**Run 1: congestion heat map**

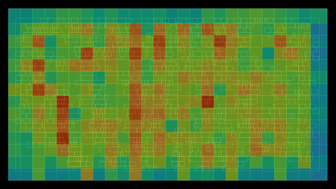
**Run 1: the metal 1 layer**

Cells faint in the background.
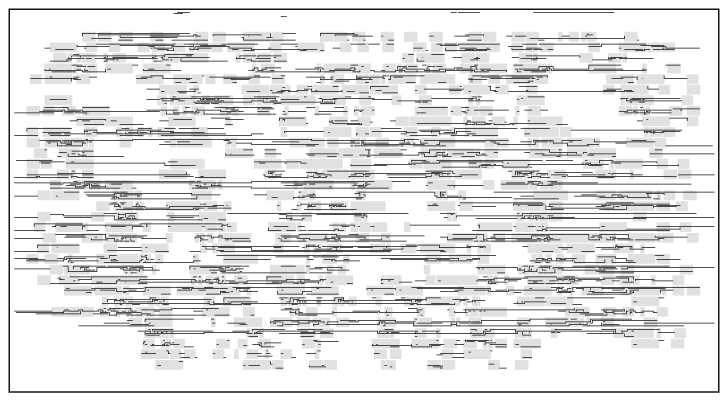
**Run 1: placement density heat map**

Scale bar: 50 um. 18 x 10 tiles, from dark blue (low) to red (high), 0 to 100% covered.
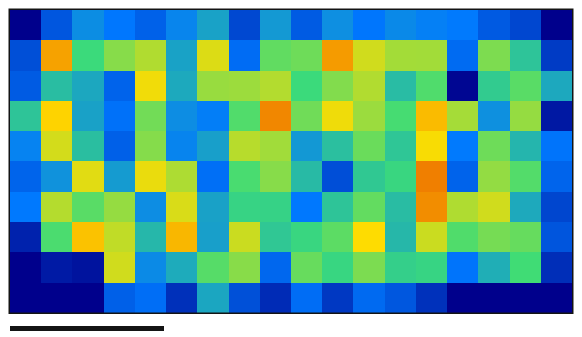
**Run 1: drive-strength map**

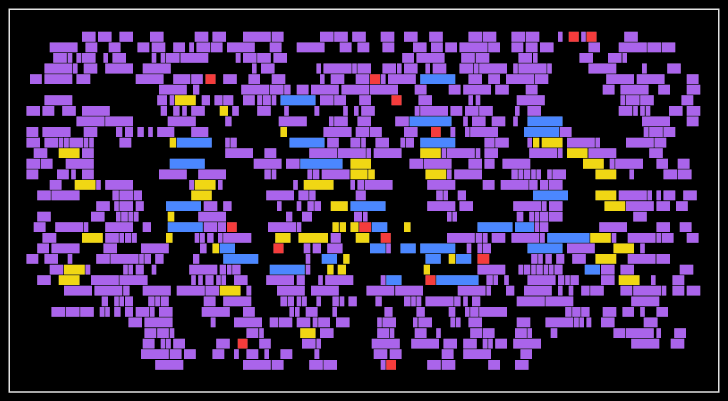
==> config.mk <==
export PLATFORM = sky130hd
export DESIGN_NAME = axi_lite_mem_ctrl
export DESIGN_NICKNAME = d
export VERILOG_FILES = /design/src/rtl/axi_lite_mem_ctrl.sv
export SDC_FILE = /design/constraint.sdc
export NUM_CORES = 1
export LEC_CHECK = 0
export CAP_MARGIN = 20
export CORE_AREA = 4 4 178 94
export CTS_CLUSTER_SIZE = 12
export DETAILED_ROUTE_END_ITERATION = 12
export DIE_AREA = 0 0 182 98
export GPL_TIMING_DRIVEN = 0
export PLACE_DENSITY_LB_ADDON = 0.15
export SLEW_MARGIN = 0
export SYNTH_ARGS = -nofsm -noshare
export SYNTH_HDL_FRONTEND = slang
export SYNTH_SLANG_ARGS = --single-unit
==> constraint.sdc <==
create_clock -name CLK -period 1.6 [get_ports CLK]
set_clock_uncertainty 0.05 [all_clocks]
set_input_delay 0.24 -clock CLK [delete_from_list [all_inputs] [get_ports CLK]]
set_output_delay 0.24 -clock CLK [all_outputs]
set_load 0.03 [all_outputs]
==> src/rtl/axi_lite_mem_ctrl.sv <==
`default_nettype none
// ============================================================================
// Module      : axi_lite_mem_ctrl
// Description : AXI4-Lite slave that drives the write/read ports of a
//               synchronous memory with a one-cycle registered read.
// Revision    : 1.0 - initial release
// ============================================================================

module axi_lite_mem_ctrl #(
    parameter int WIDTH    = 32,
    parameter int DEPTH    = 4,
    parameter int ADDR_LSB = 2
) (
    input  logic                      CLK,
    input  logic                      RST,
    // write address / data / response
    input  logic                      AWVALID,
    output logic                      AWREADY,
    input  logic [DEPTH+ADDR_LSB-1:0] AWADDR,
    input  logic                      WVALID,
    output logic                      WREADY,
    input  logic [WIDTH-1:0]          WDATA,
    output logic                      BVALID,
    input  logic                      BREADY,
    output logic [1:0]                BRESP,
    // read address / data
    input  logic                      ARVALID,
    output logic                      ARREADY,
    input  logic [DEPTH+ADDR_LSB-1:0] ARADDR,
    output logic                      RVALID,
    input  logic                      RREADY,
    output logic [WIDTH-1:0]          RDATA,
    output logic [1:0]                RRESP,
    // memory ports
    output logic                      MEM_WEN,
    output logic                      MEM_REN,
    output logic [DEPTH-1:0]          MEM_WADDR,
    output logic [DEPTH-1:0]          MEM_RADDR,
    output logic [WIDTH-1:0]          MEM_DIN,
    input  logic [WIDTH-1:0]          MEM_DOUT
);

    localparam logic [1:0] c_W_IDLE  = 2'd0;
    localparam logic [1:0] c_W_ISSUE = 2'd1;
    localparam logic [1:0] c_W_RESP  = 2'd2;

    localparam logic [1:0] c_R_IDLE  = 2'd0;
    localparam logic [1:0] c_R_ISSUE = 2'd1;
    localparam logic [1:0] c_R_WAIT  = 2'd2;
    localparam logic [1:0] c_R_RESP  = 2'd3;

    logic [1:0]       r_wstate;
    logic [1:0]       r_rstate;
    logic             r_awready;
    logic             r_wready;
    logic             r_arready;
    logic             r_bvalid;
    logic             r_rvalid;
    logic             r_aw_held;
    logic             r_w_held;
    logic [DEPTH-1:0] r_aw_addr;
    logic [WIDTH-1:0] r_w_data;
    logic             r_mem_wen;
    logic             r_mem_ren;
    logic [DEPTH-1:0] r_mem_waddr;
    logic [DEPTH-1:0] r_mem_raddr;
    logic [WIDTH-1:0] r_mem_din;
    logic [WIDTH-1:0] r_rdata;

    logic             w_aw_hs;
    logic             w_w_hs;
    logic             w_ar_hs;
    logic             w_aw_next;
    logic             w_w_next;
    logic [DEPTH-1:0] w_aw_word;
    logic [DEPTH-1:0] w_ar_word;
    logic             w_unused_addr_lsb;

    // Readies are registered, so they are only ever high in the idle states.
    assign w_aw_hs   = AWVALID && r_awready;
    assign w_w_hs    = WVALID  && r_wready;
    assign w_ar_hs   = ARVALID && r_arready;
    assign w_aw_next = r_aw_held || w_aw_hs;
    assign w_w_next  = r_w_held  || w_w_hs;
    assign w_aw_word = AWADDR[ADDR_LSB+DEPTH-1:ADDR_LSB];
    assign w_ar_word = ARADDR[ADDR_LSB+DEPTH-1:ADDR_LSB];

    // Byte-offset bits carry no meaning for whole-word accesses.
    assign w_unused_addr_lsb = ^{AWADDR[ADDR_LSB-1:0], ARADDR[ADDR_LSB-1:0]};

    // ------------------------------------------------------------------
    // Write channel
    // ------------------------------------------------------------------
    always_ff @(posedge CLK) begin
        if (RST) begin
            r_wstate    <= c_W_IDLE;
            r_awready   <= 1'b0;
            r_wready    <= 1'b0;
            r_bvalid    <= 1'b0;
            r_aw_held   <= 1'b0;
            r_w_held    <= 1'b0;
            r_aw_addr   <= '0;
            r_w_data    <= '0;
            r_mem_wen   <= 1'b0;
            r_mem_waddr <= '0;
            r_mem_din   <= '0;
        end else begin
            case (r_wstate)
                c_W_IDLE: begin
                    if (w_aw_hs) r_aw_addr <= w_aw_word;
                    if (w_w_hs)  r_w_data  <= WDATA;
                    r_aw_held <= w_aw_next;
                    r_w_held  <= w_w_next;
                    if (w_aw_next && w_w_next) begin
                        // Forward a same-cycle handshake straight to the memory port.
                        r_wstate    <= c_W_ISSUE;
                        r_mem_wen   <= 1'b1;
                        r_mem_waddr <= w_aw_hs ? w_aw_word : r_aw_addr;
                        r_mem_din   <= w_w_hs  ? WDATA     : r_w_data;
                        r_awready   <= 1'b0;
                        r_wready    <= 1'b0;
                    end else begin
                        r_awready   <= !w_aw_next;
                        r_wready    <= !w_w_next;
                    end
                end
                c_W_ISSUE: begin
                    r_mem_wen <= 1'b0;
                    r_aw_held <= 1'b0;
                    r_w_held  <= 1'b0;
                    r_bvalid  <= 1'b1;
                    r_wstate  <= c_W_RESP;
                end
                c_W_RESP: begin
                    if (BREADY) begin
                        r_bvalid  <= 1'b0;
                        r_awready <= 1'b1;
                        r_wready  <= 1'b1;
                        r_wstate  <= c_W_IDLE;
                    end
                end
                default: begin
                    r_mem_wen <= 1'b0;
                    r_bvalid  <= 1'b0;
                    r_wstate  <= c_W_IDLE;
                end
            endcase
        end
    end

    // ------------------------------------------------------------------
    // Read channel
    // ------------------------------------------------------------------
    always_ff @(posedge CLK) begin
        if (RST) begin
            r_rstate    <= c_R_IDLE;
            r_arready   <= 1'b0;
            r_rvalid    <= 1'b0;
            r_mem_ren   <= 1'b0;
            r_mem_raddr <= '0;
            r_rdata     <= '0;
        end else begin
            case (r_rstate)
                c_R_IDLE: begin
                    if (w_ar_hs) begin
                        r_mem_raddr <= w_ar_word;
                        r_mem_ren   <= 1'b1;
                        r_arready   <= 1'b0;
                        r_rstate    <= c_R_ISSUE;
                    end else begin
                        r_arready   <= 1'b1;
                    end
                end
                c_R_ISSUE: begin
                    r_mem_ren <= 1'b0;
                    r_rstate  <= c_R_WAIT;
                end
                c_R_WAIT: begin
                    // Memory output is valid one cycle after the read strobe.
                    r_rdata  <= MEM_DOUT;
                    r_rvalid <= 1'b1;
                    r_rstate <= c_R_RESP;
                end
                c_R_RESP: begin
                    if (RREADY) begin
                        r_rvalid  <= 1'b0;
                        r_arready <= 1'b1;
                        r_rstate  <= c_R_IDLE;
                    end
                end
                default: begin
                    r_mem_ren <= 1'b0;
                    r_rvalid  <= 1'b0;
                    r_rstate  <= c_R_IDLE;
                end
            endcase
        end
    end

    assign AWREADY   = r_awready;
    assign WREADY    = r_wready;
    assign BVALID    = r_bvalid;
    assign BRESP     = 2'b00;
    assign ARREADY   = r_arready;
    assign RVALID    = r_rvalid;
    assign RDATA     = r_rdata;
    assign RRESP     = 2'b00;
    assign MEM_WEN   = r_mem_wen;
    assign MEM_REN   = r_mem_ren;
    assign MEM_WADDR = r_mem_waddr;
    assign MEM_RADDR = r_mem_raddr;
    assign MEM_DIN   = r_mem_din;

endmodule

`default_nettype wire

==> flow_summary.ini, run 1 <==
; generated from flow reports
[power_and_ir_drop]
power_density_nw_per_um2 = 1343
clkPwrFrac_pct = 39.9
pg_clk_mw = 4.05

[yosys]
async_reset_ff_share_pct = 0
synthesis.area_sq_um = 5189
synth_dominant_cell_count = sky130_fd_sc_hd__dfxtp_1

[worst_setup_path]
cell_depth_of_the_worst_setup_path = 1
cp_num_buf_inv = 1
reg2reg_depth = 5

[clock_tree]
tritoncts = yes

[floorplanning]
die_w_um = 182
die_height_um = 98

[placement]
place_worst_setup_slack_ns = -0.3438

[route]
vias_per_cell = 4.577
per_cell_routed_wire_length_um = 15.88

[sta]
unrepaired_setup_endpoints_after_global_routing = false

[grt]
globalRouteOverflowTotal = 0

[final_layout]
post_route_cells_drive_above_1_share_pct = 12.40

[worst_hold_path]
timing.hold.worst_path_depth = 2
min-delay-start = RST

[outcome]
status = complete, no violations
Notes on 'congestion heat map' above:
Total Routing Usage GR: 16.96%
gr busiest metal: met1

Notes on 'the metal 1 layer' above:
main direction: horizontal
longest straight run: 71.8 um
wire length on this layer: 7850 um
nets with wire on the layer: 747
share of all routed wire: 53%

Notes on 'placement density heat map' above:
fullest tile: 86%
mean over tiles: 41%
nearly empty tiles: 6.1%
Core ar.: 15090 sq um
final standard cell utilization of the core: 50.00%
share of the core filled by cells before placement: 34.37%

Notes on 'drive-strength map' above:
legend:
  x1 and smaller:
    colour: purple
    cells: 643
    share: 88%
    most_used: dfxtp_1
  x2:
    colour: yellow
    cells: 46
    share: 6.3%
    most_used: a221oi_2
  x3 and x4:
    colour: red
    cells: 14
    share: 1.9%
    most_used: buf_4
  x6 and larger:
    colour: blue
    cells: 31
    share: 4.2%
    most_used: clkbuf_16
post-layout worst setup margin: 0.08291 ns
Layout area overhead: 45.45%
Non-clock buffers: 198
post-route cell area: 7547 sq um

-- run 1: per-layer routing --
metal  wire length [um]  track usage (%)  vias to the layer above
met5                  0                0                        -
met4                121            4.669                        0
met1               7853            24.82                     1996
met2               6177            24.74                      105
met3                741            4.317                        9
li1                   -                -                     2183
-- run 1: what timing repair did --
item	in CTS	in global routing
hold endpoints to repair	0	0
resized	85	6
cloned	0	0
pin swaps	0	0
endpoints found under the setup margin	110	60
-- run 1: kinds of logic after synthesis --
family | synth area share (%)
AND-OR/OR-AND | 13.82
adder cells (fa/ha/maj) | 0.9646
buffers and inverters | 8.199
flip-flops | 46.68
multiplexers | 14.66
other | 0.07227
AND/OR/NAND/NOR | 15.60
-- run 1: cell type report --
class / instances / area share, %
inverter: 42 / 2.089
sequential: 121 / 32.13
multi-input combinational: 341 / 31.20
clock buffer: 19 / 5.869
clock inverter: 13 / 2.338
buffer: 42 / 3.581
tap: 204 / 3.382
timing repair buffer: 156 / 19.41
-- run 1: per-stage QoR --
step / cell area, sq um / cells
after floorplan: 5200 / 548
after global placement: 7017 / 908
after detailed placement: 7017 / 908
after CTS: 7545 / 939
after global routing: 7547 / 938
final: 7547 / 938
-- run 1: registers in the layout, summed over array words and instances (netlist names) --
| name | flops |
|---|---|
| MEM_DIN | 32 |
| r_rstate | 2 |
| RVALID | 1 |
| AWREADY | 1 |
| MEM_RADDR | 4 |
| RDATA | 32 |
| r_aw_addr | 4 |
| r_wstate | 2 |
| r_w_data | 32 |
| r_aw_held | 1 |
| ARREADY | 1 |
| BVALID | 1 |
| MEM_WEN | 1 |
| MEM_REN | 1 |
| MEM_WADDR | 4 |
| WREADY | 1 |
| r_w_held | 1 |
**Run 1: signal wires on met2**

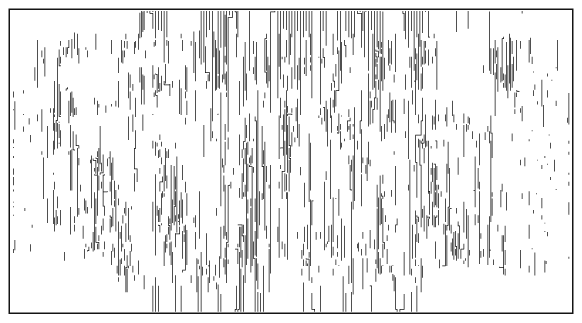

==> run 2, diff against run 1 <==
--- a/config.mk
+++ b/config.mk
@@ -5,13 +5,13 @@
 export SDC_FILE = /design/constraint.sdc
 export NUM_CORES = 1
 export LEC_CHECK = 0
-export CAP_MARGIN = 20
 export CORE_AREA = 4 4 178 94
 export CTS_CLUSTER_SIZE = 12
 export DETAILED_ROUTE_END_ITERATION = 12
 export DIE_AREA = 0 0 182 98
 export GPL_TIMING_DRIVEN = 0
 export PLACE_DENSITY_LB_ADDON = 0.15
+export SKIP_LAST_GASP = 1
 export SLEW_MARGIN = 0
 export SYNTH_ARGS = -nofsm -noshare
 export SYNTH_HDL_FRONTEND = slang
**Run 2: signal wires on met2**

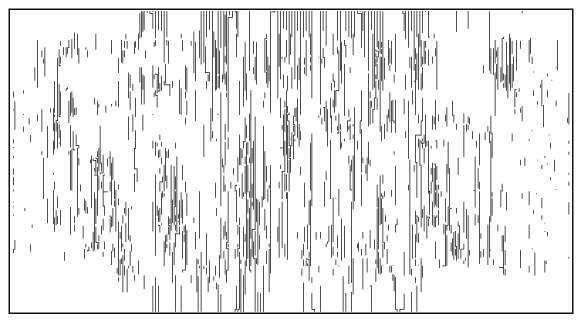
share of all routed wire: 42%
main direction: vertical
wire length on this layer: 6190 um
nets with wire on the layer: 673
longest straight run: 47.9 um
met2 track demand over resource in global routing: 24.69%
via count of the routed design: 4306
DRT Wirelength: 14910 um

**Run 2: drive-strength map**

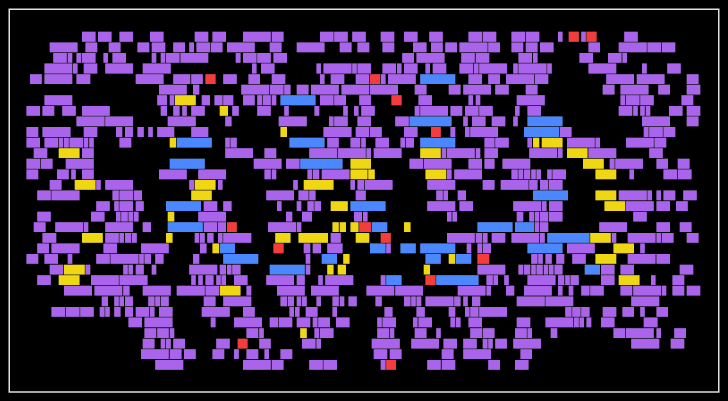
legend:
  x3 and x4:
    colour: red
    cells: 14
    share: 1.9%
    most_used: buf_4
  x1 and smaller:
    colour: purple
    cells: 643
    share: 88%
    most_used: dfxtp_1
  x2:
    colour: yellow
    cells: 46
    share: 6.3%
    most_used: a221oi_2
  x6 and larger:
    colour: blue
    cells: 31
    share: 4.2%
    most_used: clkbuf_16

==> flow_summary.ini, run 2 <==
; generated from flow reports
[final_layout]
layout_area_overhead_pct = 45.33
fin_util_pct = 49.96
post_route_cells_drive_above_1_share_pct = 12.40
final_design_area_no_fill_sq_um = 7541
lay_top_count = sky130_fd_sc_hd__dfxtp_1

[floorplanning]
initial_core_util_pct = 34.37
die_height_um = 98
core_ar_sq_um = 15090
die_w_um = 182

[yosys]
synth_top_cell_by_area = sky130_fd_sc_hd__dfxtp_1
aoi_share_pct = 13.82
logic_family = simple AND/OR/NAND/NOR gates
synth_flop_count = 121
top_cell_area_share_pct = 46.68
async_reset_ff_share_pct = 0
fa_ha_maj_area_share_pct = 0.9646
ys_sh_mux_pct = 14.66
ys_seq_share_pct = 46.68
synth-simple-area-share_pct = 15.60
synthesis.area_sq_um = 5189
synth-xor-area-share_pct = 0
synth_dominant_cell_count = sky130_fd_sc_hd__dfxtp_1
synthesis.area_per_instance_sq_um = 9.521

[worst_setup_path]
path_delay_family = buffers and inverters
critPathMaxFanout = 5
cp_cell_sequence = dlygate4sd2_1
cp_num_buf_inv = 1
timing.critical_path.slowest_cell_delay_ns = 0.44
crit_start_category = flip-flop

[grt]
grt_pass1_wl_um = 24170
track_usage_pct = 16.95
globalRouteOverflowTotal = 0

[clock_tree]
clkSlewWorstSetupHoldPaths_ns = 0.06
cts_max_path_buffers = 2
cts_buffers = 17
cts_sinks = 121
cts_resized = 83
tritoncts = yes

[outcome]
status = complete, no violations

[power_and_ir_drop]
power_density_nw_per_um2 = 1344

[route]
per_cell_routed_wire_length_um = 15.90
vias_per_cell = 4.591

[worst_hold_path]
min-delay-start = RST

[sta]
unrepaired_setup_endpoints_after_global_routing = false
total_negative_setup_slacks_ns = 0

[placement]
postPlaceCellArea_sq_um = 7017

[job]
cap_viol_max_count = 0
-- run 2: logic make-up (layout without fill, tap and decap cells) --
kind of cell / count (synthesis) / after routing
AND-OR/OR-AND: 86 / 86
adder cells (fa/ha/maj): 4 / 4
buffers and inverters: 86 / 272
flip-flops: 121 / 121
multiplexers: 76 / 76
other: 1 / 4
AND/OR/NAND/NOR: 171 / 171
-- run 2: metal layers --
layer,vias to the layer above,share of wire (%),global-route usage (%)
met5,-,0,0
met4,0,0.71,4.669
met3,8,5.0,4.317
met2,108,42,24.69
met1,2006,53,24.82
li1,2184,-,-
-- run 2: metrics by stage --
step | instances | setup slack [ns] | hold WS (ns)
floorplan | 548 | 0.1038 | 0.3260
global placement | 908 | -0.3300 | 0.3867
detailed placement | 908 | -0.3438 | 0.3926
CTS | 939 | -0.02953 | 0.2853
global route | 938 | 0.006837 | 0.3452
finish | 938 | 0.07642 | 0.2948
-- run 2: path summary, 6_finish.rpt --
check                 end  slack [ns]  depth (start not counted)
min reg2reg  r_w_data[11]        0.40                          2
max reg2reg  MEM_RADDR[2]        0.10                          5
max               AWREADY        0.08                          1
min           MEM_DIN[23]        0.29                          2
-- run 2: final cells by class --
cell class | count | area, sq um
plain buffers | 42 | 270.3
multi-input cells | 341 | 2355
inverters | 42 | 157.7
well taps | 204 | 255.2
flip-flops and latches | 121 | 2425
repair buffers | 156 | 1459
clock buffers | 19 | 442.9
fillers | 1436 | 7553
clock inverters | 13 | 176.4
-- run 2: report_power, final --
| part | switching, mW | internal, mW | total [mW] |
|---|---|---|---|
| Combinational | 1.50 | 1.06 | 2.55 |
| Clock | 1.41 | 2.64 | 4.05 |
| Sequential | 0.186 | 3.35 | 3.54 |
